Figure 1. A small window of the routed layout.
Region (50, 30) to (90, 70) um. Cells in gray, sequential cells in the stronger gray; small squares are vias.
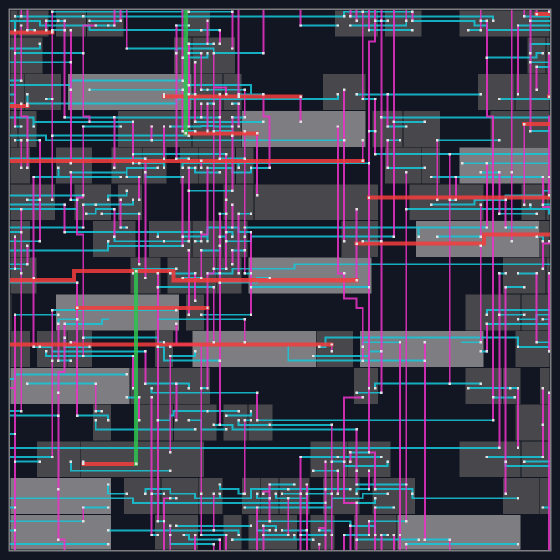
Figure 2. M2 wires.
(3 px per um)
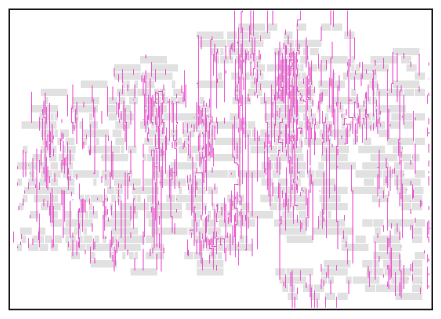
Figure 3. I/O pins on the die edge.
(3 px per um) Pins as bars across the die edge, other pins in gray.
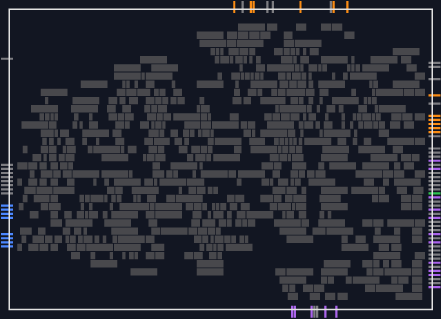
Figure 4. Wiring by layer.
(3 px per um) Two of the layers only.
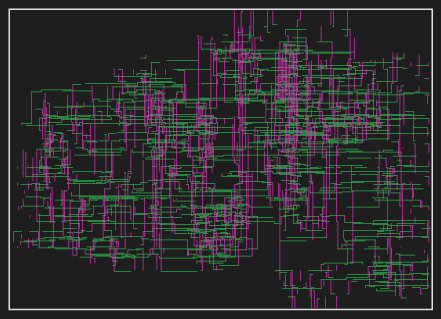
<file path="config.mk">
export PLATFORM = sky130hd
export DESIGN_NAME = ifmap_streamer
export DESIGN_NICKNAME = d
export VERILOG_FILES = /design/src/rtl/ifmap_streamer.sv
export SDC_FILE = /design/constraint.sdc
export NUM_CORES = 1
export LEC_CHECK = 0
export CAP_MARGIN = 10
export CORE_ASPECT_RATIO = 0.7
export CORE_MARGIN = 2
export CORE_UTILIZATION = 35
export CTS_CLUSTER_DIAMETER = 80
export CTS_CLUSTER_SIZE = 12
export DETAILED_ROUTE_END_ITERATION = 10
export SKIP_LAST_GASP = 1
export SYNTH_ARGS = -nofsm -noshare
export SYNTH_HDL_FRONTEND = slang
export SYNTH_SLANG_ARGS = --single-unit
</file>
<file path="constraint.sdc">
create_clock -name clk -period 2.3 [get_ports clk]
set_input_delay 0.46 -clock clk [delete_from_list [all_inputs] [get_ports clk]]
set_output_delay 0.46 -clock clk [all_outputs]
set_load 0.05 [all_outputs]
</file>
<file path="src/rtl/ifmap_streamer.sv">
// Streams a raster feature map from SRAM into a 3x3 line-buffer pipeline and flags complete windows.
// Define IFMAP_STREAMER_PAD_EN to add a one-pixel zero border around the map.
module ifmap_streamer #(
  parameter int ADDR_W = 12,
  parameter int DIM_W  = 8
) (
  input  logic              clk,
  input  logic              rst_n,
  input  logic              i_start,
  input  logic [DIM_W-1:0]  i_img_w,
  input  logic [DIM_W-1:0]  i_img_h,
  input  logic [ADDR_W-1:0] i_base_addr,
  output logic              o_mem_ren,
  output logic [ADDR_W-1:0] o_mem_addr,
  input  logic [15:0]       i_mem_rdata,
  output logic [15:0]       o_stream_data,
  output logic              o_stream_valid,
  output logic              o_win_valid,
  output logic              o_busy,
  output logic              o_done
);

  localparam int CW = DIM_W + 1;

  typedef enum logic [1:0] {S_IDLE, S_STREAM, S_DRAIN, S_DONE} state_t;

  state_t r_state, w_next_state;

  logic [CW-1:0]     r_row, r_col, r_sl_m1, r_sh_m1;
  logic [ADDR_W-1:0] r_ptr;
  logic              r_iss_v, r_iss_win, r_p1_v, r_p1_mem, r_p1_win, r_p2_win;
  logic              r_mem_ren, r_stream_valid, r_win_valid, r_busy, r_done;
  logic [ADDR_W-1:0] r_mem_addr;
  logic [15:0]       r_stream_data;

  logic              w_accept, w_legal, w_last, w_issue, w_pos_mem, w_pos_win;
  logic [CW-1:0]     w_sl_m1_in, w_sh_m1_in, w_row, w_col;
  logic [ADDR_W-1:0] w_src;

  assign w_accept = (r_state == S_IDLE) && i_start;
  assign w_last   = (r_row == r_sh_m1) && (r_col == r_sl_m1);

`ifdef IFMAP_STREAMER_PAD_EN
  assign w_legal    = (i_img_w != '0) && (i_img_h != '0);
  assign w_sl_m1_in = {1'b0, i_img_w} + CW'(1);
  assign w_sh_m1_in = {1'b0, i_img_h} + CW'(1);
  // Border ring is synthesised as zeros; only interior positions touch memory.
  assign w_pos_mem  = (w_row != '0) && (w_col != '0) && (w_row != r_sh_m1) && (w_col != r_sl_m1);
`else
  assign w_legal    = (i_img_w >= DIM_W'(3)) && (i_img_h >= DIM_W'(3));
  assign w_sl_m1_in = {1'b0, i_img_w} - CW'(1);
  assign w_sh_m1_in = {1'b0, i_img_h} - CW'(1);
  assign w_pos_mem  = 1'b1;
`endif

  assign w_pos_win = (w_row >= CW'(2)) && (w_col >= CW'(2));

  always_ff @(posedge clk or negedge rst_n) begin
    if (!rst_n) r_state <= S_IDLE;
    else        r_state <= w_next_state;
  end

  always_comb begin
    w_next_state = r_state;
    case (r_state)
      S_IDLE:   if (w_accept) w_next_state = w_legal ? S_STREAM : S_DONE;
      S_STREAM: if (w_last) w_next_state = S_DRAIN;
      // Stream register stage still holds the last pixel; it retires while DONE is entered.
      S_DRAIN:  if (!r_iss_v && !r_p1_v) w_next_state = S_DONE;
      S_DONE:   w_next_state = S_IDLE;
      default:  w_next_state = S_IDLE;
    endcase
  end

  always_comb begin
    w_issue = 1'b0;
    w_row   = '0;
    w_col   = '0;
    w_src   = r_ptr;
    if (w_accept && w_legal) begin
      w_issue = 1'b1;
      w_src   = i_base_addr;
    end else if ((r_state == S_STREAM) && !w_last) begin
      w_issue = 1'b1;
      if (r_col == r_sl_m1) begin
        w_row = r_row + CW'(1);
        w_col = '0;
      end else begin
        w_row = r_row;
        w_col = r_col + CW'(1);
      end
    end
  end

  // Memory-backed pixels are contiguous in raster order, so a running pointer replaces row*img_w.
  always_ff @(posedge clk or negedge rst_n) begin
    if (!rst_n) begin
      r_row      <= '0;
      r_col      <= '0;
      r_sl_m1    <= '0;
      r_sh_m1    <= '0;
      r_ptr      <= '0;
      r_mem_ren  <= 1'b0;
      r_mem_addr <= '0;
      r_iss_v    <= 1'b0;
      r_iss_win  <= 1'b0;
    end else begin
      if (w_accept) begin
        r_sl_m1 <= w_sl_m1_in;
        r_sh_m1 <= w_sh_m1_in;
      end
      if (w_issue) begin
        r_row      <= w_row;
        r_col      <= w_col;
        r_mem_ren  <= w_pos_mem;
        r_mem_addr <= w_pos_mem ? w_src : '0;
        r_ptr      <= w_pos_mem ? w_src + ADDR_W'(1) : w_src;
      end else begin
        r_mem_ren  <= 1'b0;
        r_mem_addr <= '0;
      end
      r_iss_v   <= w_issue;
      r_iss_win <= w_issue && w_pos_win;
    end
  end

  always_ff @(posedge clk or negedge rst_n) begin
    if (!rst_n) begin
      r_p1_v         <= 1'b0;
      r_p1_mem       <= 1'b0;
      r_p1_win       <= 1'b0;
      r_p2_win       <= 1'b0;
      r_stream_valid <= 1'b0;
      r_stream_data  <= 16'h0000;
      r_win_valid    <= 1'b0;
    end else begin
      r_p1_v         <= r_iss_v;
      r_p1_mem       <= r_mem_ren;
      r_p1_win       <= r_iss_win;
      r_stream_valid <= r_p1_v;
      r_stream_data  <= (r_p1_v && r_p1_mem) ? i_mem_rdata : 16'h0000;
      r_p2_win       <= r_p1_v && r_p1_win;
      r_win_valid    <= r_p2_win;
    end
  end

  always_ff @(posedge clk or negedge rst_n) begin
    if (!rst_n) begin
      r_busy <= 1'b0;
      r_done <= 1'b0;
    end else begin
      if (w_accept)                r_busy <= 1'b1;
      else if (r_state == S_DONE)  r_busy <= 1'b0;
      else                         r_busy <= r_busy;
      r_done <= (r_state == S_DONE);
    end
  end

  assign o_mem_ren      = r_mem_ren;
  assign o_mem_addr     = r_mem_addr;
  assign o_stream_data  = r_stream_data;
  assign o_stream_valid = r_stream_valid;
  assign o_win_valid    = r_win_valid;
  assign o_busy         = r_busy;
  assign o_done         = r_done;

endmodule

</file>
==> flow_metrics.tcl <==
# metrics dict for downstream scripts
set metrics [dict create \
    status "finished, violations left" \
    violations "setup timing" \
    wirelength_um 10700 \
    synth-adder-area-share_pct 3.29 \
    layout_top_cell "dfrtp_1" \
    fp.dieH_um 99.5 \
    yosysTopAreaCellShare_pct 47.7 \
    min_period_over_period_pct 104 \
    ys_cells 470 \
    cts_resized 52 \
    cts_setup_buffers 4 \
    clk_pin_slew_ps 70 \
    synth_area_mm2 0.00456 \
    grt_max_degree 49 \
    seq_cells 87 \
    cts-root-buf "clkbuf_16" \
    chip_area_mm2 0.0140 \
    path_cells "buf_6 > or4_4 > o22ai_4 > nor2_4 > mux2i_2 > inv_2 > ha_4 > nand3_4 > nor2_4 > nor4b_4 > o21ai_1 > xor2_1 > o21ai_1" \
    grt-ovfl-total 0 \
    core_area_mm2 0.0126 \
    cts.path.max_buffers 2 \
    syn_nets 529 \
    antenna_found_initial 0 \
    rsz0062_at_grt "yes" \
    yosysUniqueCellTypes 52 \
    pin_count 80 \
    clock_area_share_pct 4.50 \
    final_cell_mix "dfrtp_1, nand2_1, clkdlybuf4s50_1" \
    pre_cts_ws_ps -803 \
    top_layer "met4" \
    place_hpwl_um 7640 \
    maxCapViolations 0 \
    hold_violations 0 \
    ant_nets 0 \
    top_cells_by_area "dfrtp_1, xnor2_1, nand2_1" \
    num-clock-buffers 10 \
    drt-met1-wl_um 5420 \
    holdCritPathClass "in2async" \
    slew_headroom_pct 65.4 \
    fin_nets 645 \
    nWellTaps 162 \
    avgSynthCellArea_um2 9.71 \
    setup_ws_ps -98.5 \
    top_logic_kind "simple AND/OR/NAND/NOR gates" \
    seq-cell-share_pct 35.1 \
    period_needed_ps 2400 \
    first_iter_violations 221 \
    fin_skew_ps 10.8 \
    diodes 0 \
    clock-sinks 87 \
    drt-wirelength-per-cell_um 14.2 \
    largest_area_cell "dfrtp_1" \
    synthArstFlopShare_pct 100 \
    aoi_share_pct 11.5 \
    fin_tns_setup_ps -329 \
    die_x_um 140 \
    ir_worst_vdd_uv 402 \
    fill_cells 1156 \
    cp-end-kind "flop" \
    cts_buffers 9 \
    synth_chip_area_mm2 0.00456 \
    numSynthFlops 87 \
    synthTopCellsByCount "dfrtp_1, nand2_1, o21ai_0" \
    mux_share_pct 1.64 \
    globalplace.congestion 0.796 \
    whs_ps 75.2 \
    edf_count 0 \
    fp-utilization_pct 36.2 \
    finalPower_mw 7.28 \
    hold_buffers 0 \
    vias_per_cell 4.96 \
    htreeDepth 3 \
    powerDensity_mw_per_mm2 1170 \
    cts_tree "done" \
    synth.most_common_cell "dfrtp_1" \
    warnings 35 \
    path_max_fanout 3 \
    max_freq_ghz 0.417 \
    signal_buffers 132 \
    maxSlewViolCount 0 \
    buf_share_pct 18.8 \
    seq_area_mm2 0.00218 \
    xor_area_share_pct 11.3 \
    simple_gate_area_share_pct 20.8 \
    ys_seq_share_pct 47.7 \
    setup_viol 4 \
    firstDrtPassIters 4 \
    insertion_delay_ps 350 \
    cp.required_ps 2530 \
    remaining_drc_errors 0 \
    slowest_delay_ps 550 \
]
## Picture notes: Figure 1
| color | layer |
|---|---|
| red | met3 |
| green | met4 |
| cyan | met1 |
| magenta | met2 |
sequential cells in the window: 12
netlist names of flops here include: `r_col` (5), `r_row` (3), `r_ptr` (2)
most frequent: buf_4 (18), dfrtp_1 (12), nand2_1 (8)
cells with their middle in the window: 100

## Picture notes: Figure 2
share of all routed wire: 42%
nets with wire on the layer: 525
longest straight run: 35.0 um
wire length on this layer: 4,550 um

## Picture notes: Figure 3
| color | port | pins | direction | edge |
|---|---|---|---|---|
| blue | `i_img_w` | 8 | input | left |
| orange | `i_base_addr` | 12 | input | 6 right, 6 top |
| purple | `i_mem_rdata` | 16 | input | 11 right, 5 bottom |
| green | `o_done` | 1 | output | right |
all pins by edge: 46 right, 17 left, 10 top, 7 bottom

## Picture notes: Figure 4
| color | layer | wire length |
|---|---|---|
| green | met1 | 5,420 um |
| magenta | met2 | 4,550 um |

[through the flow]
step           cells  area (um2)
2_1_floorplan    470        4610
3_3_place_gp     730        5830
3_5_place_dp     730        5830
4_1_cts          750        6130
5_1_grt          753        6200
6_report         753        6200
[layer usage]
metal,vias to the layer above,track usage [%]
met5,-,0
met4,0,4.85
met3,10,3.66
met2,108,24.3
met1,1763,23.5
li1,1856,-
[sequential cells by signal, indices dropped and copies added, names as in the netlist]
name,count
o_busy,1
r_col,9
r_sl_m1,9
r_row,9
r_p1_win,1
r_sh_m1,9
r_iss_win,1
r_p2_win,1
o_stream_valid,1
r_iss_v,1
r_ptr,12
o_stream_data,16
r_state,2
o_mem_addr,12
r_p1_mem,1
o_win_valid,1
o_done,1
[worst max-delay path: cells and delay by family]
family / cells / cell delay [ps]
XOR/XNOR: 1 / 160
AND-OR/OR-AND: 3 / 480
buffers and inverters: 2 / 190
adder cells (fa/ha/maj): 1 / 160
AND/OR/NAND/NOR: 5 / 1010
multiplexers: 1 / 170
[where the power goes]
group	internal, mW	total, mW	leakage (nW)	switching [mW]
combinational	1.44	3.45	1.48	2.01
clock	0.746	1.39	0.130	0.649
sequential	2.04	2.43	1.12	0.390
[path summary, 6_finish.rpt]
| check | startpoint | end | slack, ps | depth (start not counted) |
|---|---|---|---|---|
| worst max-delay path | i_img_w[6] | r_ptr[10] | -100 | 13 |
| worst min-delay path | rst_n | o_win_valid | 80 | 1 |
| worst max register to register | r_state[0] | r_ptr[10] | -10 | 15 |
| worst min register to register | r_iss_win | r_p1_win | 350 | 0 |
| max in group asynchronous | rst_n | r_row[3] | 1560 | 2 |
| min in group clk | r_iss_win | r_p1_win | 350 | 0 |
Power is estimated from default activity; no workload was simulated.
